### Wire density map

(3 px per um) 33 x 18 tiles, from white (low) to dark blue (high), scaled to the fullest tile. Values are wire area over tile area, all layers added.
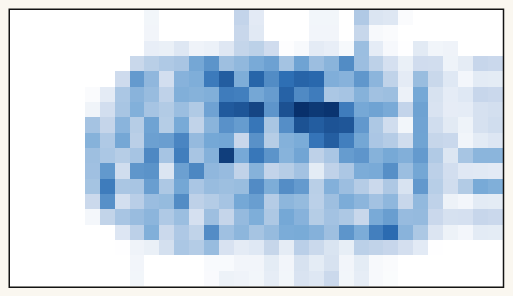
### Gate families picked out

(3 px per um)
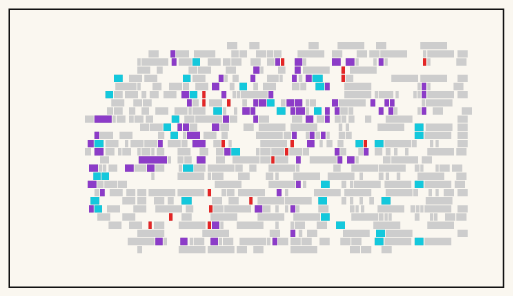
### Clock wires, drivers and flops

(4 px per um)
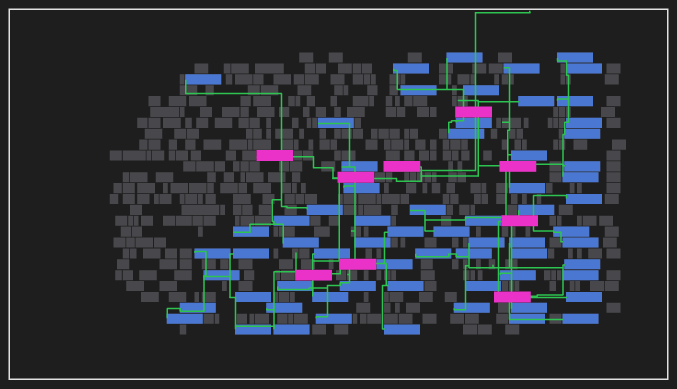
### Nets reached from selected ports

(4 px per um)
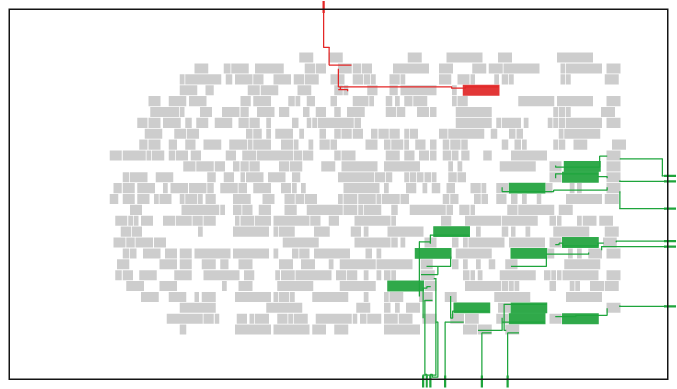
===== config.mk =====
export PLATFORM = sky130hd
export DESIGN_NAME = atm_keypad_entry
export DESIGN_NICKNAME = d
export VERILOG_FILES = /design/src/rtl/atm_keypad_entry.sv
export SDC_FILE = /design/constraint.sdc
export NUM_CORES = 1
export LEC_CHECK = 0
export CORE_ASPECT_RATIO = 0.5
export CORE_MARGIN = 10
export CORE_UTILIZATION = 40
export DETAILED_ROUTE_END_ITERATION = 8
export GPL_ROUTABILITY_DRIVEN = 0
export REMOVE_ABC_BUFFERS = 1
export SETUP_SLACK_MARGIN = 0.15
export SLEW_MARGIN = 0
export SYNTH_ARGS = -nofsm -noshare
export SYNTH_HDL_FRONTEND = slang
export SYNTH_SLANG_ARGS = --single-unit
export TNS_END_PERCENT = 5

===== constraint.sdc =====
create_clock -name clk -period 5.4 [get_ports clk]
set_clock_uncertainty 0.05 [all_clocks]
set_input_delay 1.62 -clock clk [delete_from_list [all_inputs] [get_ports clk]]
set_output_delay 1.62 -clock clk [all_outputs]
set_load 0.02 [all_outputs]

===== src/rtl/atm_keypad_entry.sv =====
// ATM keypad front-end: assembles decimal key entries into session credentials and requests.
// Optional inactivity timeout is compiled in when KEYPAD_TIMEOUT_EN is defined.
module atm_keypad_entry #(
  parameter int unsigned TIMEOUT_CYCLES = 1000000
) (
  input  logic        clk,
  input  logic        rst_n,
  input  logic        key_valid,
  input  logic [3:0]  key_code,
  output logic        key_ready,
  input  logic        req_ready,
  output logic [11:0] acc_number,
  output logic [3:0]  pin,
  output logic        session_active,
  output logic        req_valid,
  output logic [2:0]  menu_option,
  output logic [11:0] dest_acc_number,
  output logic [10:0] amount,
  output logic        exit,
  output logic        entry_error
);

  localparam logic [3:0] KEY_ENTER  = 4'hA;
  localparam logic [3:0] KEY_CLEAR  = 4'hB;
  localparam logic [3:0] KEY_CANCEL = 4'hC;

  typedef enum logic [2:0] {
    S_IDLE, S_ACC, S_PIN, S_MENU, S_DEST, S_AMOUNT, S_ISSUE
  } state_t;

  state_t      state;
  logic [13:0] acc;
  logic [2:0]  digits;
  logic [13:0] acc_next;
  logic [13:0] field_max;
  logic [2:0]  field_len;
  logic        key_acc;
  logic        is_digit;
  logic        digit_ok;
  logic        timeout_hit;
  logic        end_session;

  // NOTE: every always_comb output gets a default first so no latch is inferred.
  always_comb begin
    field_max = '0;
    field_len = '0;
    case (state)
      S_ACC, S_DEST: begin field_max = 14'd4095; field_len = 3'd4; end
      S_PIN:         begin field_max = 14'd15;   field_len = 3'd2; end
      S_MENU:        begin field_max = 14'd7;    field_len = 3'd1; end
      S_AMOUNT:      begin field_max = 14'd2047; field_len = 3'd4; end
      default:       ;
    endcase
  end

  assign key_acc  = key_valid && key_ready;
  assign is_digit = (key_code <= 4'd9);
  // The digit-count limit keeps acc below 1000 here, so 14 bits never wrap.
  assign acc_next = acc * 14'd10 + {10'd0, key_code};
  assign digit_ok = (digits < field_len) && (acc_next <= field_max);

`ifdef KEYPAD_TIMEOUT_EN
  logic [19:0] idle_cnt;
  assign timeout_hit = (state != S_IDLE) && (state != S_ISSUE) && !key_acc &&
                       (idle_cnt == 20'(TIMEOUT_CYCLES - 1));
`else
  assign timeout_hit = 1'b0;
`endif

  // CANCEL in MENU and inactivity both tear the session down the same way.
  assign end_session = timeout_hit ||
                       (key_acc && (state == S_MENU) && (key_code == KEY_CANCEL));

  // NOTE: sequential state uses non-blocking assignments only, so every register
  // samples pre-edge values regardless of statement order.
  always_ff @(posedge clk or negedge rst_n) begin
    if (!rst_n) begin
      state           <= S_IDLE;
      acc             <= '0;
      digits          <= '0;
      key_ready       <= 1'b0;
      acc_number      <= '0;
      pin             <= '0;
      session_active  <= 1'b0;
      req_valid       <= 1'b0;
      menu_option     <= '0;
      dest_acc_number <= '0;
      amount          <= '0;
      exit            <= 1'b0;
      entry_error     <= 1'b0;
`ifdef KEYPAD_TIMEOUT_EN
      idle_cnt        <= '0;
`endif
    end else begin
      exit        <= 1'b0;
      entry_error <= 1'b0;
      key_ready   <= 1'b1;
`ifdef KEYPAD_TIMEOUT_EN
      if (key_acc || timeout_hit || state == S_IDLE || state == S_ISSUE)
        idle_cnt <= '0;
      else
        idle_cnt <= idle_cnt + 20'd1;
`endif
      if (end_session) begin
        exit           <= 1'b1;
        session_active <= 1'b0;
        acc_number     <= '0;
        pin            <= '0;
        state          <= S_IDLE;
        acc            <= '0;
        digits         <= '0;
      end else begin
        case (state)
          S_IDLE: begin
            if (key_acc && is_digit) begin
              acc    <= {10'd0, key_code};
              digits <= 3'd1;
              state  <= S_ACC;
            end
          end
          S_ISSUE: begin
            key_ready <= req_ready;
            if (req_ready) begin
              req_valid <= 1'b0;
              state     <= S_MENU;
            end
          end
          default: begin
            if (key_acc) begin
              if (is_digit) begin
                if (digit_ok) begin
                  acc    <= acc_next;
                  digits <= digits + 3'd1;
                end else begin
                  entry_error <= 1'b1;
                end
              end else begin
                case (key_code)
                  KEY_ENTER: begin
                    if (digits == 3'd0) begin
                      entry_error <= 1'b1;
                    end else begin
                      case (state)
                        S_ACC: begin
                          acc_number <= acc[11:0];
                          state      <= S_PIN;
                          acc        <= '0;
                          digits     <= '0;
                        end
                        S_PIN: begin
                          pin            <= acc[3:0];
                          session_active <= 1'b1;
                          state          <= S_MENU;
                          acc            <= '0;
                          digits         <= '0;
                        end
                        S_MENU: begin
                          case (acc[2:0])
                            3'd3: begin
                              menu_option     <= 3'd3;
                              amount          <= '0;
                              dest_acc_number <= '0;
                              req_valid       <= 1'b1;
                              key_ready       <= 1'b0;
                              state           <= S_ISSUE;
                              acc             <= '0;
                              digits          <= '0;
                            end
                            3'd4, 3'd5, 3'd7: begin
                              menu_option     <= acc[2:0];
                              dest_acc_number <= '0;
                              state           <= S_AMOUNT;
                              acc             <= '0;
                              digits          <= '0;
                            end
                            3'd6: begin
                              menu_option <= 3'd6;
                              state       <= S_DEST;
                              acc         <= '0;
                              digits      <= '0;
                            end
                            default: entry_error <= 1'b1;
                          endcase
                        end
                        S_DEST: begin
                          dest_acc_number <= acc[11:0];
                          state           <= S_AMOUNT;
                          acc             <= '0;
                          digits          <= '0;
                        end
                        S_AMOUNT: begin
                          amount    <= acc[10:0];
                          req_valid <= 1'b1;
                          key_ready <= 1'b0;
                          state     <= S_ISSUE;
                          acc       <= '0;
                          digits    <= '0;
                        end
                        default: ;
                      endcase
                    end
                  end
                  KEY_CLEAR: begin
                    acc    <= '0;
                    digits <= '0;
                  end
                  KEY_CANCEL: begin
                    acc    <= '0;
                    digits <= '0;
                    // Before PIN entry no session exists, so the account is simply dropped.
                    if (state == S_ACC || state == S_PIN) begin
                      acc_number <= '0;
                      state      <= S_IDLE;
                    end else begin
                      state <= S_MENU;
                    end
                  end
                  default: entry_error <= 1'b1;
                endcase
              end
            end
          end
        endcase
      end
    end
  end

endmodule


==> impl_metrics.ini <==
; synthesis and place-and-route metrics
[run_status]
outcome = complete, no violations

[logic_synthesis]
yosys.stat.seqShare_pct = 39.7
yosys_warnings = 0
syn_area_sq_um = 4160

[global_routing]
gr-total-overflow = 0
grt_pass1_wl_mm = 17.9

[critical_path]
end_kind = flip-flop
crit_path_max_fanout = 8
critPathArrivalTime_ns = 5.11
crit_path_top_delay_cell = clkdlybuf4s50_1

[power]
leakagePower_nw = 2.45
comb_power_mw = 1.98
cell_internal_pwr_mw = 1.84
finalPower_mw = 3.37
p_sw_share_pct = 45.5

[cells_and_area]
finalInstanceArea_sq_um = 5220
final_net_count = 551
final_util_pct = 51.3

[timing]
drv_slew = 0
slew_headroom_pct = 35.8
hold_viol_final = 0
fin_hold_ws_ns = 0.413
min_period_over_period_pct = 91.9

[placement]
dp.cells = 631
place_ws_ns = -0.0330
dpl_cell_area_sq_um = 4910

[detailed_routing]
drt-vias-per-instance = 5.28

[die]
die_y_um = 92.1
fp-row-count = 26

[min_path]
min-delay-start = amount[8]
hold_path.class = flip-flop to flip-flop
Back to the opening pictures, 'Wire density map':
mean over tiles	0.11
tiles over half the peak	16%
densest ninth of the die	center
nearly empty tiles	31%

Back to the opening pictures, 'Gate families picked out':
family	color	cells	most used
AND-OR and OR-AND gates	cyan	36	a22o_1
inverters	red	18	inv_1
inverting AOI/OAI gates	purple	80	o21ai_0

Back to the opening pictures, 'Clock wires, drivers and flops':
[cells driving clock nets] magenta | count: 9
[flip-flops] blue | count: 66
[clock wires] green | length: 936 um
routed clock nets	10
clk ins delay skew pair: 0.33 ns
part of the power in the clock network: 16.2%
Power Clock: 0.547 mW

Back to the opening pictures, 'Nets reached from selected ports':
port	color	bits	direction	end cells	buffers	wire
dest_acc_number	green	12	output	12	12	412 um
key_ready	red	1	output	1	1	68.9 um
Port Buffer Count: 54
I/O Pins: 55

## layer usage
metal  global-route usage (%)  routed length (um)
met1                     20.8                5480
met2                     22.0                4760
met3                     2.27                 562
met4                     3.99                  80
met5                        0                   0
## worst max-delay path, delay by kind of cell
| family | cells | cell delay (ns) |
|---|---|---|
| and+or+nand+nor | 6 | 1.01 |
| AOI/OAI and AO/OA | 5 | 0.75 |
| adders and majority gates | 3 | 0.72 |
| buffers and inverters | 1 | 0.48 |
| muxes | 1 | 0.34 |
| xor gates and xnor gates | 1 | 0.18 |
## timing repair
action	in CTS	in global routing
resized	0	4
setup endpoints to repair	0	16
setup buffers	0	1
## cell type report
class,count,area share (%)
multi-input cells,336,45.5
flip-flops and latches,66,31.6
repair buffers,72,12.8
clock buffers,10,4.58
well taps,140,3.35
inverters,18,1.29
clock inverters,6,0.791
## cells in the mapped netlist (4+ instances only)
cell	n	area share, %
and2_1	4	0.60
a22o_1	13	2.7
xor2_1	7	1.5
a211o_1	4	0.84
nor2_1	13	1.2
clkbuf_1	20	1.8
a21o_1	7	1.3
xnor2_1	14	2.9
nand2b_1	5	0.75
ha_1	38	11
nand2_1	72	6.5
inv_1	18	1.6
dfrtp_1	66	40
o21a_1	7	1.3
nand3_1	14	1.7
mux2i_1	10	2.4
o31ai_1	11	2.0
o21ai_0	26	3.1
nor3_1	9	1.1
nand4_1	6	0.90
nand3b_1	5	0.90
a31oi_1	7	1.1
a21oi_1	18	2.2
## worst paths after layout
path                       slack, ns  cells past startpoint        endpoint
max reg2reg                     0.88                     17          acc[3]
min in group asynchronous       1.36                      1          acc[9]
max                             0.44                     17          acc[3]
min reg2reg                     0.41                      2       amount[8]
min                             0.41                      2       amount[8]
max in group asynchronous       3.02                      2  menu_option[1]
Power figures rest on the tool's default switching activity, not on a simulated workload.
